$ cat src/rtl/pc_seq_pkg.sv
// Shared types, default widths and offset-extension helper for the PC sequencer.
package pc_seq_pkg;

  localparam int PC_W_DEF  = 8;
  localparam int INC_W_DEF = 3;
  localparam int OFF_W_DEF = 8;
  // Working width for offset extension; callers cast the result down to PC_W.
  localparam int SEXT_W    = 64;

  typedef enum logic [1:0] {
    BOOT  = 2'd0,
    RUN   = 2'd1,
    HOLD  = 2'd2,
    REDIR = 2'd3
  } pc_state_e;

  // Sign-extend the low off_w bits of off to SEXT_W bits. Truncation to PC_W
  // (when the offset is wider than the PC) is done by the caller's cast.
  function automatic logic [SEXT_W-1:0] sext_off(input logic [SEXT_W-1:0] off,
                                                 input int off_w);
    logic [SEXT_W-1:0] shl;
    shl = off << (SEXT_W - off_w);
    return $unsigned($signed(shl) >>> (SEXT_W - off_w));
  endfunction

endpackage

$ cat src/rtl/pc_next_adder.sv
// Combinational next-PC adder: pc + (zero-extended increment | sign-extended offset).
// The carry-out port only exists when PC_WRAP_FLAG_EN is defined.
module pc_next_adder import pc_seq_pkg::*; #(
  parameter int PC_W = PC_W_DEF
) (
  input  logic [PC_W-1:0] pc_i,
  input  logic [PC_W-1:0] inc_ext_i,
  input  logic [PC_W-1:0] off_ext_i,
  input  logic            sel_off_i,
  output logic [PC_W-1:0] sum_o
`ifdef PC_WRAP_FLAG_EN
  ,
  output logic            carry_o
`endif
);

  logic [PC_W-1:0] operand;

  // Select the addend: branch offset when a branch is taken, else the step.
  always_comb begin
    operand = sel_off_i ? off_ext_i : inc_ext_i;
  end

`ifdef PC_WRAP_FLAG_EN
  logic [PC_W:0] full_sum;

  // Widened add so the carry out of bit PC_W-1 is visible.
  always_comb begin
    full_sum = {1'b0, pc_i} + {1'b0, operand};
    sum_o    = full_sum[PC_W-1:0];
    carry_o  = full_sum[PC_W];
  end
`else
  // Plain modulo-2^PC_W add.
  always_comb begin
    sum_o = pc_i + operand;
  end
`endif

endmodule

$ cat src/rtl/pc_sequencer.sv
// Registered fetch-stage program-counter sequencer (BOOT/RUN/HOLD/REDIR).
// Optional macro PC_WRAP_FLAG_EN adds a registered wrap_o pulse on increment carry-out.
module pc_sequencer import pc_seq_pkg::*; #(
  parameter int PC_W     = PC_W_DEF,
  parameter int INC_W    = INC_W_DEF,
  parameter int OFF_W    = OFF_W_DEF,
  parameter int RESET_PC = 0
) (
  input  logic             clk,
  input  logic             rst_n,
  input  logic             stall_i,
  input  logic [INC_W-1:0] inc_i,
  input  logic             br_taken_i,
  input  logic [OFF_W-1:0] br_off_i,
  input  logic             jmp_i,
  input  logic [PC_W-1:0]  jmp_tgt_i,
  output logic [PC_W-1:0]  pc_o,
  output logic             pc_valid_o,
  output logic             redirect_o
`ifdef PC_WRAP_FLAG_EN
  ,
  output logic             wrap_o
`endif
);

  pc_state_e       state_q;
  logic [PC_W-1:0] pc_q;
  logic            valid_q;
  logic            redirect_q;
  logic [PC_W-1:0] pc_d;
  logic [PC_W-1:0] inc_ext;
  logic [PC_W-1:0] off_ext;

  // Extend both addends to PC_W; a wider offset is truncated after sign extension.
  always_comb begin
    inc_ext = PC_W'(inc_i);
    off_ext = PC_W'(sext_off(SEXT_W'(br_off_i), OFF_W));
  end

`ifdef PC_WRAP_FLAG_EN
  logic carry_d;
  logic wrap_q;

  pc_next_adder #(.PC_W(PC_W)) u_adder (
    .pc_i      (pc_q),
    .inc_ext_i (inc_ext),
    .off_ext_i (off_ext),
    .sel_off_i (br_taken_i),
    .sum_o     (pc_d),
    .carry_o   (carry_d)
  );

  // Wrap flag: one-cycle pulse only for increment-path updates that carry out.
  always_ff @(posedge clk or negedge rst_n) begin
    if (!rst_n) begin
      wrap_q <= 1'b0;
    end else begin
      wrap_q <= (state_q == RUN) && !jmp_i && !br_taken_i && !stall_i && carry_d;
    end
  end

  assign wrap_o = wrap_q;
`else
  pc_next_adder #(.PC_W(PC_W)) u_adder (
    .pc_i      (pc_q),
    .inc_ext_i (inc_ext),
    .off_ext_i (off_ext),
    .sel_off_i (br_taken_i),
    .sum_o     (pc_d)
  );
`endif

  // Sequencer FSM with registered PC, valid and redirect outputs.
  // Priority in RUN/HOLD: jump > branch > stall > increment.
  always_ff @(posedge clk or negedge rst_n) begin
    if (!rst_n) begin
      state_q    <= BOOT;
      pc_q       <= PC_W'(RESET_PC);
      valid_q    <= 1'b0;
      redirect_q <= 1'b0;
    end else begin
      redirect_q <= 1'b0;
      case (state_q)
        BOOT: begin
          state_q <= RUN;
          valid_q <= 1'b1;
        end
        RUN, HOLD: begin
          if (jmp_i) begin
            pc_q       <= jmp_tgt_i;
            redirect_q <= 1'b1;
            valid_q    <= 1'b0;
            state_q    <= REDIR;
          end else if (br_taken_i) begin
            pc_q       <= pc_d;
            redirect_q <= 1'b1;
            valid_q    <= 1'b0;
            state_q    <= REDIR;
          end else if (stall_i) begin
            valid_q <= 1'b1;
            state_q <= HOLD;
          end else if (state_q == HOLD) begin
            // Leaving a stall refetches the held address once before advancing.
            valid_q <= 1'b1;
            state_q <= RUN;
          end else begin
            pc_q    <= pc_d;
            valid_q <= 1'b1;
          end
        end
        REDIR: begin
          valid_q <= 1'b1;
          state_q <= RUN;
        end
        default: begin
          state_q <= BOOT;
          valid_q <= 1'b0;
        end
      endcase
    end
  end

  assign pc_o       = pc_q;
  assign pc_valid_o = valid_q;
  assign redirect_o = redirect_q;

endmodule
$ cat config.mk
export PLATFORM = sky130hd
export DESIGN_NAME = pc_sequencer
export DESIGN_NICKNAME = d
export VERILOG_FILES = /design/src/rtl/pc_seq_pkg.sv /design/src/rtl/pc_next_adder.sv /design/src/rtl/pc_sequencer.sv
export SDC_FILE = /design/constraint.sdc
export NUM_CORES = 1
export LEC_CHECK = 0
export ABC_AREA = 1
export CAP_MARGIN = 20
export CORE_MARGIN = 3
export CORE_UTILIZATION = 40
export CTS_CLUSTER_SIZE = 30
export DETAILED_ROUTE_END_ITERATION = 7
export PLACE_DENSITY = 0.71
export RECOVER_POWER = 50
export SYNTH_ARGS = -nofsm -noshare
export SYNTH_HDL_FRONTEND = slang
export SYNTH_SLANG_ARGS = --single-unit
$ cat constraint.sdc
create_clock -name clk -period 1.6 [get_ports clk]
set_clock_uncertainty 0.2 [all_clocks]
set_input_delay 0.16 -clock clk [delete_from_list [all_inputs] [get_ports clk]]
set_output_delay 0.16 -clock clk [all_outputs]
set_load 0.03 [all_outputs]
==> impl_metrics.yaml <==
# yosys + openroad results
synthesis:
  ys_ff: 12
  top_logic_kind: "simple AND/OR/NAND/NOR gates"
  ys_sh_adder_pct: 12.21
  aoi_share_pct: 7.252
  synthArstFlopShare_pct: 100.0
  synthXorXnorAreaFrac_pct: 1.781
  edf_count: 0
  topCellsByArea: "dfrtp_1 (31%), nand2_1 (19%), ha_1 (10%), inv_1 (8.8%), nand3_1 (5.1%)"
  ys.flop_type: "dfrtp_1"
  common_cells: "nand2_1 (49), inv_1 (23), dfrtp_1 (12), nor2_1 (12), nand3_1 (10)"
  top_cell: "nand2_1"
  synth_chip_area_um2: 983.4
floorplanning:
  ios: 34
  die_w_um: 55.59
  dieHeight_um: 55.59
  core_area_um2: 2276
  fp-utilization_pct: 43.21
setup_path:
  path_cells: "ha_4, inv_2, fa_2, inv_2, nand2_2, nand2_2, nand3b_1, nand3_1, nand3_1, nand2_1, nand2_1"
  critPathKind: "flop to flop"
  reg2reg_to: "pc_o[6]"
  crit_slowest_cell: "dfrtp_2"
  cp-start-kind: "flop"
  reg2regPathDepth: 11
  critPathMaxStageDelay_ps: 380
  crit_path_end: "pc_o[6]"
power_and_ir_drop:
  power_mw: 2.915
  internal-power_mw: 1.582
  switching_share_pct: 45.74
  top_power_group: "combinational cells"
  p_comb_mw: 2.11
clock_tree:
  cts_made_buffers: 3
  post_cts_resize_count: 32
  clock_path_buffers: 2
final_timing:
  layout_min_cycle_time_ps: 1781
  grt_setup_unrepaired: "yes"
  whs_ps: 250.5
  worst_slew_pin_slew_ps: 406.6
  setup_violations: 8
  worst_slack_ps: -181.1
  setup_tns_ps: -795.6
  fmax_mhz: 561.4
  max-slew-margin-rel_pct: 72.86
  finalMaxSlewViolations: 0
final_layout:
  fin_area_um2: 1648
  drive_gt1_share_pct: 30.73
  logic_area_um2: 665.6
global_route:
  grt_pass1_wl_um: 4926
  overflow: 0
  grt_pass1_vias: 1149
  grt_max_degree: 13
outcome:
  status: "finished with violations"
  violations: "setup timing"
place:
  place.gp.congestion: 0.8335
  dp_hpwl_um: 2203
  placed_cell_area_um2: 1558
route:
  vias_per_cell: 4.712
  first_pass_iters: 4
  first_iter_violations: 10
  drc: 0
  route.antenna.remaining_nets: 0
run:
  maxCapViolations: 0
min_path:
  hold_end: "state_q[0]"
  hold_start: "br_taken_i"
[registers in the layout, indices dropped and copies added (netlist names)]
signal and count:
state_q 2, pc_valid_o 1, pc_o 8, redirect_o 1
[layer usage]
| metal | track usage [%] | share of wire (%) |
|---|---|---|
| met5 | 0 | 0 |
| met4 | 6.597 | 1.2 |
| met3 | 4.640 | 2.8 |
| met2 | 34.97 | 53 |
| met1 | 24.39 | 42 |
[area by class of cell]
cell class                      instances  share of cell area, %
Clock buffer                            4                  2.202
Tap cell                               28                  2.126
Sequential cell                        12                  18.53
Inverter                               24                  5.771
Multi-Input combinational cell        107                  40.39
Timing Repair Buffer                   58                  30.98
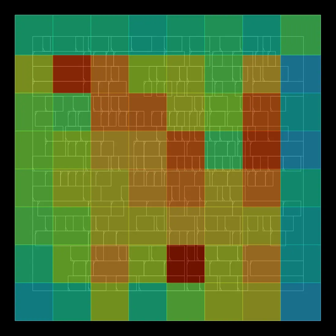
Figure 1: congestion heat map.
GR Util met2: 34.97%
final core occ: 72.40%
wire per inst: 12.45 µm
grt met3 use: 4.640%

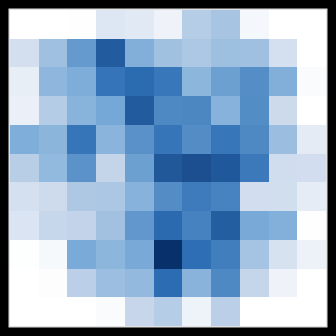
Figure 2: wiring heat map.
The die is cut into 11 by 11 equal tiles; white is low, dark blue is high, scaled to the fullest tile. Values are wire area over tile area, all layers added.
tiles over half the peak: 30%
emptiest ninth of the die: bottom left
densest ninth of the die: middle
GRT Util Overall: 20.15%
final wirelength: 2901 µm
via count: 1098

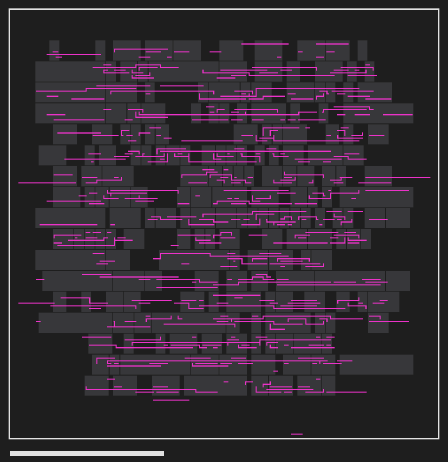
Figure 3: M1 wires.
Bar = 20 µm. Cells faint in the background.
share of all routed wire: 42%
longest straight run: 28.5 µm
main direction: horizontal

